**Run 1: cells by drive strength**

Bar = 20 um.
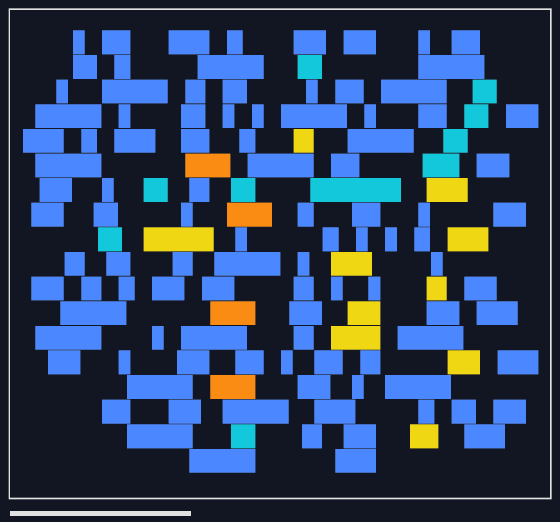
**Run 1: clock routing**

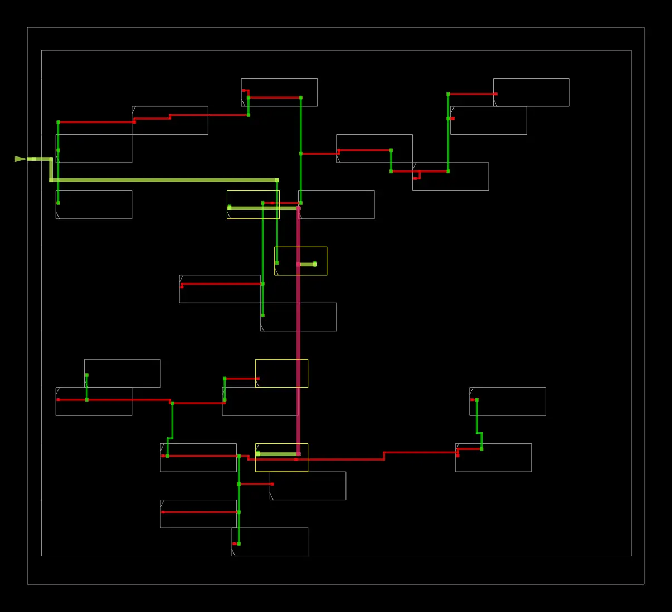
**Run 1: pin map**

Pins as bars across the die edge, other pins in grey.
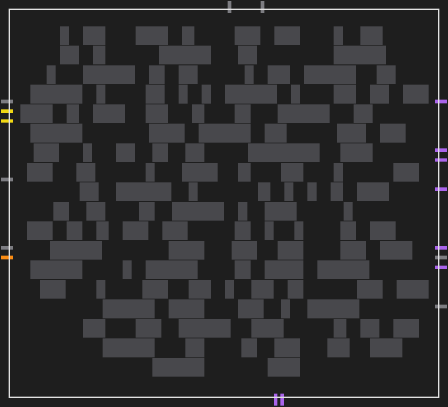
[config.mk]
export PLATFORM = sky130hd
export DESIGN_NAME = seq_match_detector
export DESIGN_NICKNAME = d
export VERILOG_FILES = /design/src/rtl/seq_match_detector_pkg.sv /design/src/rtl/seq_match_detector_sync2.sv /design/src/rtl/seq_match_detector.sv
export SDC_FILE = /design/constraint.sdc
export NUM_CORES = 1
export LEC_CHECK = 0
export CAP_MARGIN = 20
export CELL_PAD_IN_SITES_DETAIL_PLACEMENT = 2
export CELL_PAD_IN_SITES_GLOBAL_PLACEMENT = 2
export CORE_ASPECT_RATIO = 0.9
export CORE_UTILIZATION = 33
export CTS_BUF_LIST = sky130_fd_sc_hd__clkbuf_8
export CTS_CLUSTER_DIAMETER = 80
export DETAILED_ROUTE_END_ITERATION = 10
export GPL_ROUTABILITY_DRIVEN = 0
export HOLD_SLACK_MARGIN = 0.15
export PLACE_DENSITY = 0.87
export SKIP_CTS_REPAIR_TIMING = 1
export SLEW_MARGIN = 40
export SYNTH_ARGS = -nofsm -noshare
export SYNTH_HDL_FRONTEND = slang
export SYNTH_SLANG_ARGS = --single-unit
[constraint.sdc]
create_clock -name clk -period 2.18 [get_ports clk]
set_clock_uncertainty 0.2 [all_clocks]
set_input_delay 0.654 -clock clk [delete_from_list [all_inputs] [get_ports clk]]
set_output_delay 0.654 -clock clk [all_outputs]
set_load 0.02 [all_outputs]
[src/rtl/seq_match_detector_pkg.sv]
`default_nettype none
// ============================================================================
// Module      : seq_match_detector_pkg
// Description : Shared FSM encodings and parameter defaults for the serial
//               pattern detector.
// Revision    : 1.0 - initial release
// ============================================================================
package seq_match_detector_pkg;

    typedef enum logic [1:0] {
        ST_EMPTY   = 2'd0,
        ST_FILLING = 2'd1,
        ST_ARMED   = 2'd2,
        ST_ILLEGAL = 2'd3
    } state_t;

    localparam int         c_DEF_PATTERN_LEN = 4;
    localparam logic [3:0] c_DEF_PATTERN     = 4'b1011;
    localparam int         c_DEF_CNT_W       = 8;

endpackage
`default_nettype wire

[src/rtl/seq_match_detector_sync2.sv]
`default_nettype none
// ============================================================================
// Module      : sync2_reg
// Description : Two-flop single-bit register chain for d_ff stage consumers.
// Revision    : 1.0 - initial release
// ============================================================================
module sync2_reg (
    input  logic clk,
    input  logic reset,
    input  logic d,
    output logic q
);

    logic r_s1;

    always_ff @(posedge clk) begin
        if (reset) begin
            r_s1 <= 1'b0;
            q    <= 1'b0;
        end else begin
            r_s1 <= d;
            q    <= r_s1;
        end
    end

endmodule
`default_nettype wire

[src/rtl/seq_match_detector.sv]
`default_nettype none
// ============================================================================
// Module      : seq_match_detector
// Description : Serial pattern detector with fill-tracking FSM, registered
//               match pulse and saturating hit counter.
// Revision    : 1.0 - initial release
// ============================================================================
module seq_match_detector
    import seq_match_detector_pkg::*;
#(
    parameter int                     PATTERN_LEN = c_DEF_PATTERN_LEN,
    parameter logic [PATTERN_LEN-1:0] PATTERN     = c_DEF_PATTERN,
    parameter int                     CNT_W       = c_DEF_CNT_W
) (
    input  logic             clk,
    input  logic             reset,
    input  logic             din,
    input  logic             sample_en,
    input  logic             clear_cnt,
    output logic             din_sync,
    output logic             match,
    output logic [CNT_W-1:0] match_cnt,
    output logic             cnt_sat,
    output logic [1:0]       state
);

    localparam int                  c_FILL_W  = $clog2(PATTERN_LEN + 1);
    localparam logic [c_FILL_W-1:0] c_FULL    = c_FILL_W'(PATTERN_LEN);
    localparam logic [CNT_W-1:0]    c_CNT_MAX = '1;

    state_t                 r_state;
    state_t                 w_next_state;
    logic [c_FILL_W-1:0]    r_fill;
    logic [c_FILL_W-1:0]    w_next_fill;
    logic [PATTERN_LEN-2:0] r_hist;
    logic [PATTERN_LEN-1:0] w_next_window;
    logic                   r_match;
    logic [CNT_W-1:0]       r_cnt;
    logic [CNT_W-1:0]       w_cnt_next;
    logic                   r_sat;

    sync2_reg u_sync (
        .clk   (clk),
        .reset (reset),
        .d     (din),
        .q     (din_sync)
    );

    // Only the older PATTERN_LEN-1 bits are stored; the newest is din_sync.
    assign w_next_window = {r_hist, din_sync};

    always_comb begin
        w_next_state = r_state;
        w_next_fill  = r_fill;
        if (r_state == ST_ILLEGAL) begin
            w_next_state = ST_EMPTY;
            w_next_fill  = '0;
        end else if (sample_en) begin
            case (r_state)
                ST_EMPTY: begin
                    w_next_state = ST_FILLING;
                    w_next_fill  = c_FILL_W'(1);
                end
                ST_FILLING: begin
                    w_next_fill = r_fill + c_FILL_W'(1);
                    if (w_next_fill == c_FULL) begin
                        w_next_state = ST_ARMED;
                    end
                end
                default: begin
                end
            endcase
        end
    end

    // Clear wins over a coincident increment, so that hit is dropped.
    always_comb begin
        w_cnt_next = r_cnt;
        if (clear_cnt) begin
            w_cnt_next = '0;
        end else if (r_match && (r_cnt != c_CNT_MAX)) begin
            w_cnt_next = r_cnt + CNT_W'(1);
        end
    end

    always_ff @(posedge clk) begin
        if (reset) begin
            r_state <= ST_EMPTY;
            r_fill  <= '0;
            r_hist  <= '0;
            r_match <= 1'b0;
            r_cnt   <= '0;
            r_sat   <= 1'b0;
        end else begin
            r_state <= w_next_state;
            r_fill  <= w_next_fill;
            if (sample_en) begin
                r_hist <= w_next_window[PATTERN_LEN-2:0];
            end
            r_match <= sample_en && (w_next_window == PATTERN)
                       && (w_next_state == ST_ARMED);
            r_cnt   <= w_cnt_next;
            r_sat   <= (w_cnt_next == c_CNT_MAX);
        end
    end

    assign match     = r_match;
    assign match_cnt = r_cnt;
    assign cnt_sat   = r_sat;
    assign state     = r_state;

endmodule
`default_nettype wire

==> run notes, run 1 <==
Worst setup path
- **critical path launch point type** register
- **CP Capture Type** output port
- **cell family with the largest share of critical-path delay** buffers and inverters
- **worst reg-to-reg path cell count** 6
- **Reg-to-Reg End** cnt_sat
- **Required @ worst endpoint** 1330 ps
- **slowest stage delay, CP** 620 ps
- **R2R setup slack** 300 ps
- **beginning of the worst register-to-register path** match_cnt[0]
- **critical path peak fanout** 2

Synthesis
- **total cells reported by yosys after synthesis** 102
- **Synth top cells by count** sky130_fd_sc_hd__dfxtp_1 (20), sky130_fd_sc_hd__nor2_1 (15), sky130_fd_sc_hd__mux2i_1 (5), sky130_fd_sc_hd__nand2_1 (5)
- **Yosys warning count** 0
- **Post-Synth XOR/XNOR Area** 0.0444
- **mux share** 0.0507
- **synthesized-area fraction occupied by ao, oa, aoi and oai cells** 0.152
- **mapped cell area** 987 sq um
- **Main area contributors** sky130_fd_sc_hd__dfxtp_1 (41%), sky130_fd_sc_hd__nor2_1 (5.7%), sky130_fd_sc_hd__mux2i_1 (5.1%), sky130_fd_sc_hd__ha_1 (3.8%), sky130_fd_sc_hd__a2111oi_4 (2.8%)
- **yosys stat area** 987 sq um
- **distinct cell type count after synthesis** 40
- **commonest register cell after synthesis** sky130_fd_sc_hd__dfxtp_1
- **top cell type by instance count after synthesis** sky130_fd_sc_hd__dfxtp_1
- **Adder-Cell Fraction of Synth Area** 0.0380
- **Synth async-reset ratio** 0
- **number of instances in the synthesized netlist** 102

Power
- **relative contribution of the clock network to total power** 0.402
- **P_leak** 0.568 nW
- **Comb group** 0.0431 mW
- **part of the power in combinational logic** 0.062
- **maximum vdd ir drop** 326 uV
- **Pwr top** registers
- **Switching Fraction** 0.211
- **share of total power in sequential cells** 0.536
- **internal cell power** 0.553 mW
- **flip-flop and latch power** 0.376 mW

Floorplanning
- **row cnt** 18
- **number of primary I/O pins** 18
- **Die ar.** 3210 sq um
- **num tapcells** 40

Global routing
- **total overflow reported by the global router** 0
- **first-pass GRT wire length** 4330 um
- **GRT Max-Usage Layer** met2
- **met1 track demand over resource in global routing** 0.215
- **combined global-route utilization of all metal layers** 0.189
- **met2 Resource Use GR** 0.357
- **antenna violations before repair** 0
- **met3 GRT Util** 0.0361
- **vias in the first global route** 897

Clocking
- **clock root cell** sky130_fd_sc_hd__clkbuf_8
- **buffers from clock root to sink, at most** 2
- **Skew-Pair Late Insertion Delay** 260 ps
- **TritonCTS Buffers** 3
- **clock-pin slew on the worst setup and hold paths** 70 ps
- **H-tree levels** 1

STA
- **final period demand of the worst path** 2090 ps
- **worst relative slew slack** 0.759
- **unrepaired setup endpoints after global routing** no

Cells and area
- **Filler cells** 325
- **dominant kind of cell** combinational gates
- **multi-input combinational cell area** 549 sq um
- **fraction of layout cells with a size suffix above 1** 0.190
- **multi-input combinational cell count** 75
- **final non-filler cell total** 166
- **most frequently placed logic cells in the final layout** sky130_fd_sc_hd__dfxtp_1 (19), sky130_fd_sc_hd__nor2_1 (15), sky130_fd_sc_hd__clkdlybuf4s50_1 (12), sky130_fd_sc_hd__buf_4 (8)
- **most frequent logic cell in the layout** sky130_fd_sc_hd__dfxtp_1
- **number of diodes** 0
- **FF/Latch Area** 402 sq um

Job
- **maximum capacitance violations** 0

Min path
- **origin of the worst min-delay path** u_sync.r_s1
- **worst hold path type** reg2reg

Placement
- **port buffer count** 17
- **worst slack at placement** 61.4 ps
- **placed wire-length estimate after detailed placement** 1950 um

Drt
- **met2 wirelength from detailed routing** 1450 um
- **DR vias/cell** 5.13
- **DR WL met3** 72 um
- **met1 routed wirelength after detailed routing** 1120 um
- **TritonRoute pass-1 iters** 4
- **wire length after detailed routing** 2660 um
- **routed wirelength normalized by instance count** 16.0 um
- **max layer used** met4

Outcome
- **status** finished, final reports clean

Notes on 'cells by drive strength' above:
- x1 and smaller: blue (cells 102; most used dfxtp_1)
- x6 and larger: orange (cells 4; most used clkbuf_8)
- x2: yellow (cells 10)
- x3 and x4: cyan (cells 10; most used buf_4)
Final Worst Setup Slack: 88.1 ps
layout overhead on the synthesized area: 32.3%
final non-filler cell area: 1310 sq um

Notes on 'clock routing' above:
sink count of the clock tree: 20
clock network power: 0.282 mW
FFs & Latches: 20
number of clock buffers in the layout: 4

Notes on 'pin map' above:
- state: yellow (pins 2; direction output; edge west)
- match_cnt: purple (pins 8; direction output; edge 6 east, 2 south)
- din_sync: orange (pins 1; direction output; edge west)
Horiz. Die Dim: 59.7 um
die boundary height: 53.9 um

==> run 2, diff against run 1 <==
--- a/config.mk
+++ b/config.mk
@@ -5,7 +5,7 @@
 export SDC_FILE = /design/constraint.sdc
 export NUM_CORES = 1
 export LEC_CHECK = 0
-export CAP_MARGIN = 20
+export CAP_MARGIN = 25
 export CELL_PAD_IN_SITES_DETAIL_PLACEMENT = 2
 export CELL_PAD_IN_SITES_GLOBAL_PLACEMENT = 2
 export CORE_ASPECT_RATIO = 0.9
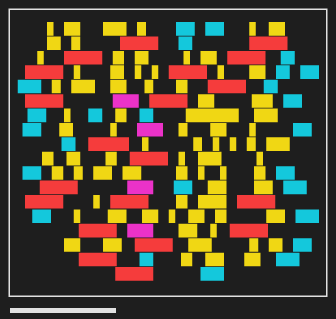
**Above:** run 2 (cell classes on the final placement).
Bar = 20 um.
- clock drivers and dummy loads: magenta (cells 4; share of their area 4.4%)
- remaining logic cells: yellow (cells 77; share of their area 44%)
- registers: red (cells 20; share of their area 32%)
- remaining buffers and delay cells: cyan (cells 25; share of their area 19%)
row cnt: 18
core region area: 2790 sq um

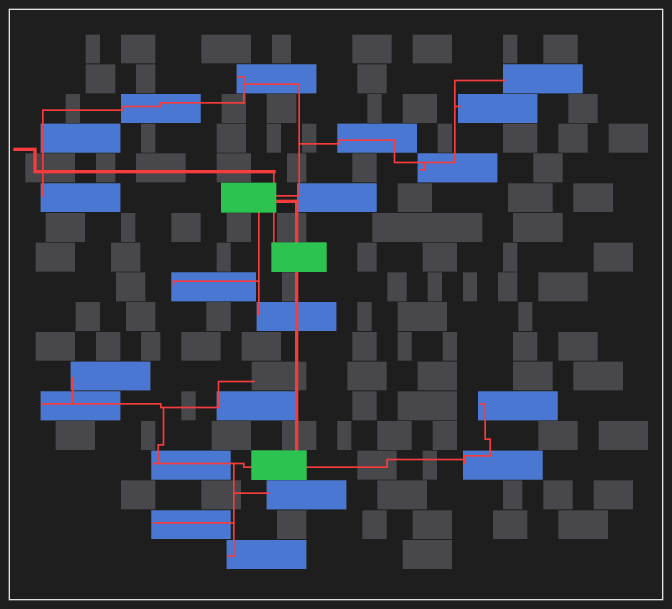
**Above:** run 2 (clock distribution).
- flip-flops: blue (count 20)
- clock-net drivers: green (count 3)
- clock wires: red (length 256 um)
- routed clock nets: 4
- flops lie: all over the die
Skew-Pair Late Insertion Delay: 260 ps
relative contribution of the clock network to total power: 0.402

==> run notes, run 2 <==
Outcome
- **status** finished, final reports clean, unchanged

Power
- **clock network power** 0.282 mW, about the same
- **Switching Fraction** 0.211, unchanged
- **part of the power in combinational logic** 0.062, about the same
- **maximum vdd ir drop** 326 uV, unchanged
- **Pwr top** registers, unchanged
- **P_leak** 0.568 nW, unchanged
- **share of total power in sequential cells** 0.536, about the same
- **internal cell power** 0.553 mW, unchanged
- **Comb group** 0.0431 mW, about the same
- **flip-flop and latch power** 0.376 mW, about the same

Drt
- **met1 routed wirelength after detailed routing** 1120 um, unchanged
- **DR vias/cell** 5.13, unchanged
- **DR WL met3** 72 um, unchanged
- **wire length after detailed routing** 2660 um, unchanged
- **max layer used** met4, unchanged
- **TritonRoute pass-1 iters** 4, unchanged
- **met2 wirelength from detailed routing** 1450 um, unchanged
- **routed wirelength normalized by instance count** 16.0 um, unchanged

Cells and area
- **FFs & Latches** 20, unchanged
- **multi-input combinational cell area** 549 sq um, unchanged
- **fraction of layout cells with a size suffix above 1** 0.190, unchanged
- **most frequently placed logic cells in the final layout** sky130_fd_sc_hd__dfxtp_1 (19), sky130_fd_sc_hd__nor2_1 (15), sky130_fd_sc_hd__clkdlybuf4s50_1 (12), sky130_fd_sc_hd__buf_4 (8), unchanged
- **total of plain and repair buffers excluding clock buffers** 25, unchanged
- **layout net count** 135, unchanged
- **Largest register FFs** 8, unchanged
- **Filler cells** 325, unchanged
- **final non-filler cell area** 1310 sq um, unchanged
- **FF/Latch Area** 402 sq um, unchanged
- **multi-input combinational cell count** 75, unchanged
- **fraction of area in clock buffers and inverters** 0.0421, unchanged
- **proportion of cell area occupied by registers** 0.307, unchanged
- **most frequent logic cell in the layout** sky130_fd_sc_hd__dfxtp_1, unchanged
- **dominant kind of cell** combinational gates, unchanged
- **Comb/total area** 0.420, unchanged
- **final non-filler cell total** 166, unchanged
- **number of clock buffers in the layout** 4, unchanged
- **layout overhead on the synthesized area** 32.3%, unchanged
- **number of diodes** 0, unchanged

Global routing
- **GRT Max-Usage Layer** met2, unchanged
- **vias in the first global route** 897, unchanged
- **first-pass GRT wire length** 4330 um, unchanged
- **antenna violations before repair** 0, unchanged
- **total overflow reported by the global router** 0, unchanged
- **met1 track demand over resource in global routing** 0.215, unchanged
- **met3 GRT Util** 0.0361, unchanged
- **combined global-route utilization of all metal layers** 0.189, unchanged
- **met2 Resource Use GR** 0.357, unchanged

Clocking
- **sink count of the clock tree** 20, unchanged
- **TritonCTS Buffers** 3, unchanged
- **H-tree levels** 1, unchanged
- **clock-pin slew on the worst setup and hold paths** 70 ps, about the same
- **clock root cell** sky130_fd_sc_hd__clkbuf_8, unchanged
- **buffers from clock root to sink, at most** 2, unchanged

Worst setup path
- **worst reg-to-reg path cell count** 6, unchanged
- **critical path launch point type** register, unchanged
- **arrival time at the worst endpoint** 1240 ps, about the same
- **slowest stage delay, CP** 620 ps, about the same
- **Required @ worst endpoint** 1330 ps, about the same
- **beginning of the worst register-to-register path** match_cnt[0], unchanged
- **cell family with the largest share of critical-path delay** buffers and inverters, unchanged
- **Setup Crit Path Kind** reg2out, unchanged
- **critical path peak fanout** 2, unchanged
- **CP Capture Type** output port, unchanged
- **Reg-to-Reg End** cnt_sat, unchanged

Synthesis
- **Main area contributors** sky130_fd_sc_hd__dfxtp_1 (41%), sky130_fd_sc_hd__nor2_1 (5.7%), sky130_fd_sc_hd__mux2i_1 (5.1%), sky130_fd_sc_hd__ha_1 (3.8%), sky130_fd_sc_hd__a2111oi_4 (2.8%), unchanged
- **Adder-Cell Fraction of Synth Area** 0.0380, unchanged
- **Max-area cell share** 0.406, unchanged
- **top cell type by instance count after synthesis** sky130_fd_sc_hd__dfxtp_1, unchanged
- **number of instances in the synthesized netlist** 102, unchanged
- **Post-synth seq share** 0.406, unchanged
- **simple share** 0.271, unchanged
- **Synth top cells by count** sky130_fd_sc_hd__dfxtp_1 (20), sky130_fd_sc_hd__nor2_1 (15), sky130_fd_sc_hd__mux2i_1 (5), sky130_fd_sc_hd__nand2_1 (5), unchanged
- **Post-Synth XOR/XNOR Area** 0.0444, unchanged
- **Yosys warning count** 0, unchanged
- **yosys stat area** 987 sq um, unchanged
- **distinct cell type count after synthesis** 40, unchanged
- **total cells reported by yosys after synthesis** 102, unchanged
- **synthesized-area fraction occupied by ao, oa, aoi and oai cells** 0.152, unchanged
- **mux share** 0.0507, unchanged
- **mapped cell area** 987 sq um, unchanged
- **commonest register cell after synthesis** sky130_fd_sc_hd__dfxtp_1, unchanged
- **Synth async-reset ratio** 0, unchanged
- **Floorplan Nets** 110, unchanged

Floorplanning
- **Horiz. Die Dim** 59.7 um, unchanged
- **num tapcells** 40, unchanged
- **Die ar.** 3210 sq um, unchanged
- **number of primary I/O pins** 18, unchanged
- **die boundary height** 53.9 um, unchanged

Placement
- **port buffer count** 17, unchanged
- **placed wire-length estimate after detailed placement** 1950 um, unchanged

STA
- **final period demand of the worst path** 2090 ps, unchanged
- **pin slew with the least headroom to its limit** 362 ps, unchanged
- **unrepaired setup endpoints after global routing** no, unchanged
- **worst relative slew slack** 0.759, unchanged
- **Final Worst Setup Slack** 88.1 ps, unchanged

Min path
- **worst hold path type** reg2reg, unchanged
- **origin of the worst min-delay path** u_sync.r_s1, unchanged

Job
- **maximum capacitance violations** 0, unchanged

==> run 3, diff against run 2 <==
--- a/config.mk
+++ b/config.mk
@@ -16,7 +16,7 @@
 export GPL_ROUTABILITY_DRIVEN = 0
 export HOLD_SLACK_MARGIN = 0.15
 export PLACE_DENSITY = 0.87
-export SKIP_CTS_REPAIR_TIMING = 1
+export SETUP_SLACK_MARGIN = 0.5
 export SLEW_MARGIN = 40
 export SYNTH_ARGS = -nofsm -noshare
 export SYNTH_HDL_FRONTEND = slang
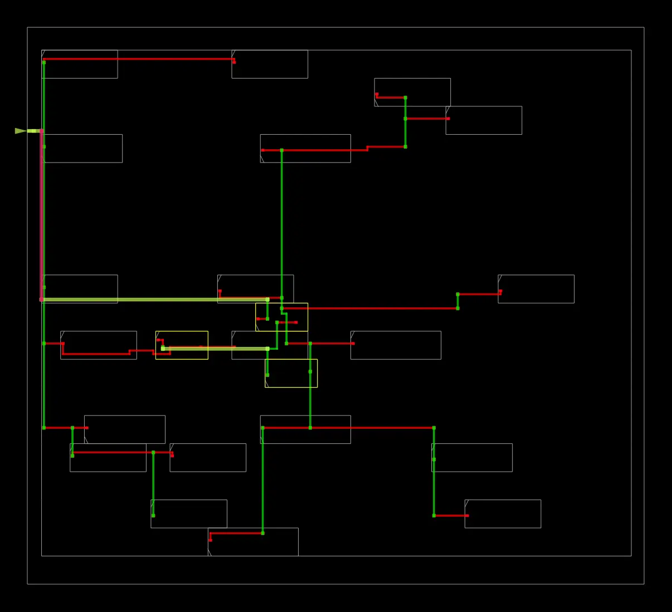
**Above:** run 3 (clock routing).
number of clock buffers in the layout: 3
TritonCTS Buffers: 3
clock network power: 0.243 mW

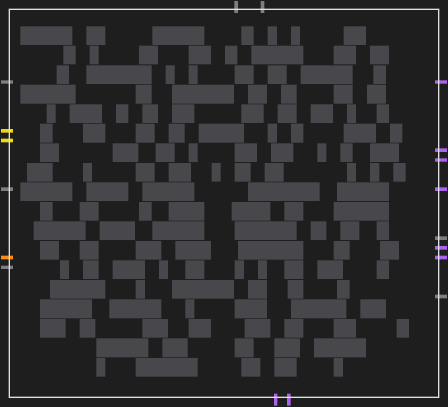
**Above:** run 3 (pin map).
Pins as bars across the die edge, other pins in grey.
- match_cnt: purple (pins 8; direction output; edge 6 east, 2 south)
- din_sync: orange (pins 1; direction output; edge west)
- state: yellow (pins 2; direction output; edge west)
- all pins by edge: 8 east, 6 west, 2 north, 2 south
port buffer count: 17

==> run notes, run 3 <==
Global routing
- **met1 track demand over resource in global routing** 0.240, was 0.215
- **antenna violations before repair** 0, unchanged
- **GRT Max-Usage Layer** met2, unchanged
- **met2 Resource Use GR** 0.385, was 0.357
- **vias in the first global route** 953, was 897
- **first-pass GRT wire length** 4790 um, was 4330 um
- **met3 GRT Util** 0.0361, unchanged
- **combined global-route utilization of all metal layers** 0.206, was 0.189
- **total overflow reported by the global router** 0, unchanged

Power
- **relative contribution of the clock network to total power** 0.367, was 0.402
- **flip-flop and latch power** 0.372 mW, was 0.376 mW
- **net load switching power** 0.149 mW, was 0.148 mW
- **Switching Fraction** 0.225, was 0.211
- **share of total power in sequential cells** 0.562, was 0.536
- **maximum vdd ir drop** 535 uV, was 326 uV
- **Pwr top** registers, unchanged
- **part of the power in combinational logic** 0.071, was 0.062
- **P_leak** 0.550 nW, was 0.568 nW
- **internal cell power** 0.512 mW, was 0.553 mW
- **Comb group** 0.0467 mW, was 0.0431 mW

Floorplanning
- **Horiz. Die Dim** 59.7 um, unchanged
- **num tapcells** 40, unchanged
- **core region area** 2790 sq um, unchanged
- **die boundary height** 53.9 um, unchanged
- **row cnt** 18, unchanged
- **Die ar.** 3210 sq um, unchanged
- **number of primary I/O pins** 18, unchanged

Cells and area
- **final non-filler cell area** 1360 sq um, was 1310 sq um
- **fraction of layout cells with a size suffix above 1** 0.410, was 0.190
- **final non-filler cell total** 174, was 166
- **Filler cells** 308, was 325
- **Largest register FFs** 8, unchanged
- **most frequent logic cell in the layout** sky130_fd_sc_hd__buf_4, was sky130_fd_sc_hd__dfxtp_1
- **layout net count** 144, was 135
- **number of diodes** 0, unchanged
- **FF/Latch Area** 419 sq um, was 402 sq um
- **multi-input combinational cell count** 75, unchanged
- **most frequently placed logic cells in the final layout** sky130_fd_sc_hd__buf_4 (21), sky130_fd_sc_hd__nor2_1 (15), sky130_fd_sc_hd__dfxtp_1 (13), sky130_fd_sc_hd__buf_2 (9), was sky130_fd_sc_hd__dfxtp_1 (19), sky130_fd_sc_hd__nor2_1 (15), sky130_fd_sc_hd__clkdlybuf4s50_1 (12), sky130_fd_sc_hd__buf_4 (8)
- **proportion of cell area occupied by registers** 0.307, about the same
- **total of plain and repair buffers excluding clock buffers** 34, was 25
- **FFs & Latches** 20, unchanged
- **Inverters excl. clock** 2, unchanged
- **dominant kind of cell** combinational gates, unchanged
- **layout overhead on the synthesized area** 38.1%, was 32.3%
- **multi-input combinational cell area** 606 sq um, was 549 sq um
- **fraction of area in clock buffers and inverters** 0.0303, was 0.0421
- **Comb/total area** 0.444, was 0.420

Clocking
- **buffers from clock root to sink, at most** 2, unchanged
- **CTS Hold Buffers Added** 0
- **clock root cell** sky130_fd_sc_hd__clkbuf_8, unchanged
- **clock-pin slew on the worst setup and hold paths** 80 ps, was 70 ps
- **Skew-Pair Late Insertion Delay** 260 ps, about the same
- **post_cts resized** 64
- **sink count of the clock tree** 20, unchanged
- **H-tree levels** 1, unchanged

Synthesis
- **commonest register cell after synthesis** sky130_fd_sc_hd__dfxtp_1, unchanged
- **top cell type by instance count after synthesis** sky130_fd_sc_hd__dfxtp_1, unchanged
- **synthesized-area fraction occupied by ao, oa, aoi and oai cells** 0.152, unchanged
- **post-synth tally of flip-flops with integrated enable** 0, unchanged
- **number of instances in the synthesized netlist** 102, unchanged
- **distinct cell type count after synthesis** 40, unchanged
- **total cells reported by yosys after synthesis** 102, unchanged
- **Floorplan Nets** 110, unchanged
- **Synth top cells by count** sky130_fd_sc_hd__dfxtp_1 (20), sky130_fd_sc_hd__nor2_1 (15), sky130_fd_sc_hd__mux2i_1 (5), sky130_fd_sc_hd__nand2_1 (5), unchanged
- **yosys stat area** 987 sq um, unchanged
- **mapped cell area** 987 sq um, unchanged
- **Synth async-reset ratio** 0, unchanged
- **Post-synth seq share** 0.406, unchanged
- **Main area contributors** sky130_fd_sc_hd__dfxtp_1 (41%), sky130_fd_sc_hd__nor2_1 (5.7%), sky130_fd_sc_hd__mux2i_1 (5.1%), sky130_fd_sc_hd__ha_1 (3.8%), sky130_fd_sc_hd__a2111oi_4 (2.8%), unchanged
- **Post-Synth XOR/XNOR Area** 0.0444, unchanged
- **Yosys warning count** 0, unchanged
- **simple share** 0.271, unchanged
- **mux share** 0.0507, unchanged
- **Max-area cell share** 0.406, unchanged
- **Adder-Cell Fraction of Synth Area** 0.0380, unchanged

Worst setup path
- **Required @ worst endpoint** 1330 ps, about the same
- **CP Capture Type** output port, unchanged
- **Setup Crit Path Kind** reg2out, unchanged
- **worst reg-to-reg path cell count** 5, was 6
- **cell family with the largest share of critical-path delay** flip-flops, was buffers and inverters
- **CP cell instances** buf_2, was clkdlybuf4s50_1
- **beginning of the worst register-to-register path** r_fill[1], was match_cnt[0]
- **critical path peak fanout** 5, was 2
- **arrival time at the worst endpoint** 830 ps, was 1240 ps
- **critical path launch point type** register, unchanged
- **Reg-to-Reg End** match, was cnt_sat
- **R2R setup slack** 540 ps, was 300 ps
- **slowest stage delay, CP** 400 ps, was 620 ps

STA
- **Final Worst Setup Slack** 500 ps, was 88.1 ps
- **pin slew with the least headroom to its limit** 368 ps, was 362 ps
- **worst relative slew slack** 0.752, was 0.759
- **unrepaired setup endpoints after global routing** yes, was no
- **Setup-failing EPs final** 0, unchanged
- **final hold violation count** 0, unchanged
- **final period demand of the worst path** 1680 ps, was 2090 ps
- **fin crit share** 0.770, was 0.960
- **max frequency** 595 MHz, was 478 MHz

Drt
- **DR vias/cell** 5.07, was 5.13
- **DRC violations left** 0, unchanged
- **wire length after detailed routing** 3090 um, was 2660 um
- **Via Count** 883, was 852
- **max layer used** met4, unchanged
- **met2 wirelength from detailed routing** 1660 um, was 1450 um
- **met1 routed wirelength after detailed routing** 1310 um, was 1120 um
- **DR WL met3** 84 um, was 72 um
- **TritonRoute pass-1 iters** 4, unchanged
- **routed wirelength normalized by instance count** 17.8 um, was 16.0 um

Min path
- **origin of the worst min-delay path** u_sync.r_s1, unchanged
- **worst hold path type** reg2reg, unchanged

Outcome
- **status** finished, final reports clean, unchanged

Job
- **maximum capacitance violations** 0, unchanged

Placement
- **worst slack at placement** 62.8 ps, was 61.4 ps
- **placed wire-length estimate after detailed placement** 1940 um, was 1950 um
- **post-placement cell area** 1240 sq um, about the same

Power figures rest on the tool's default switching activity, not on a simulated workload.
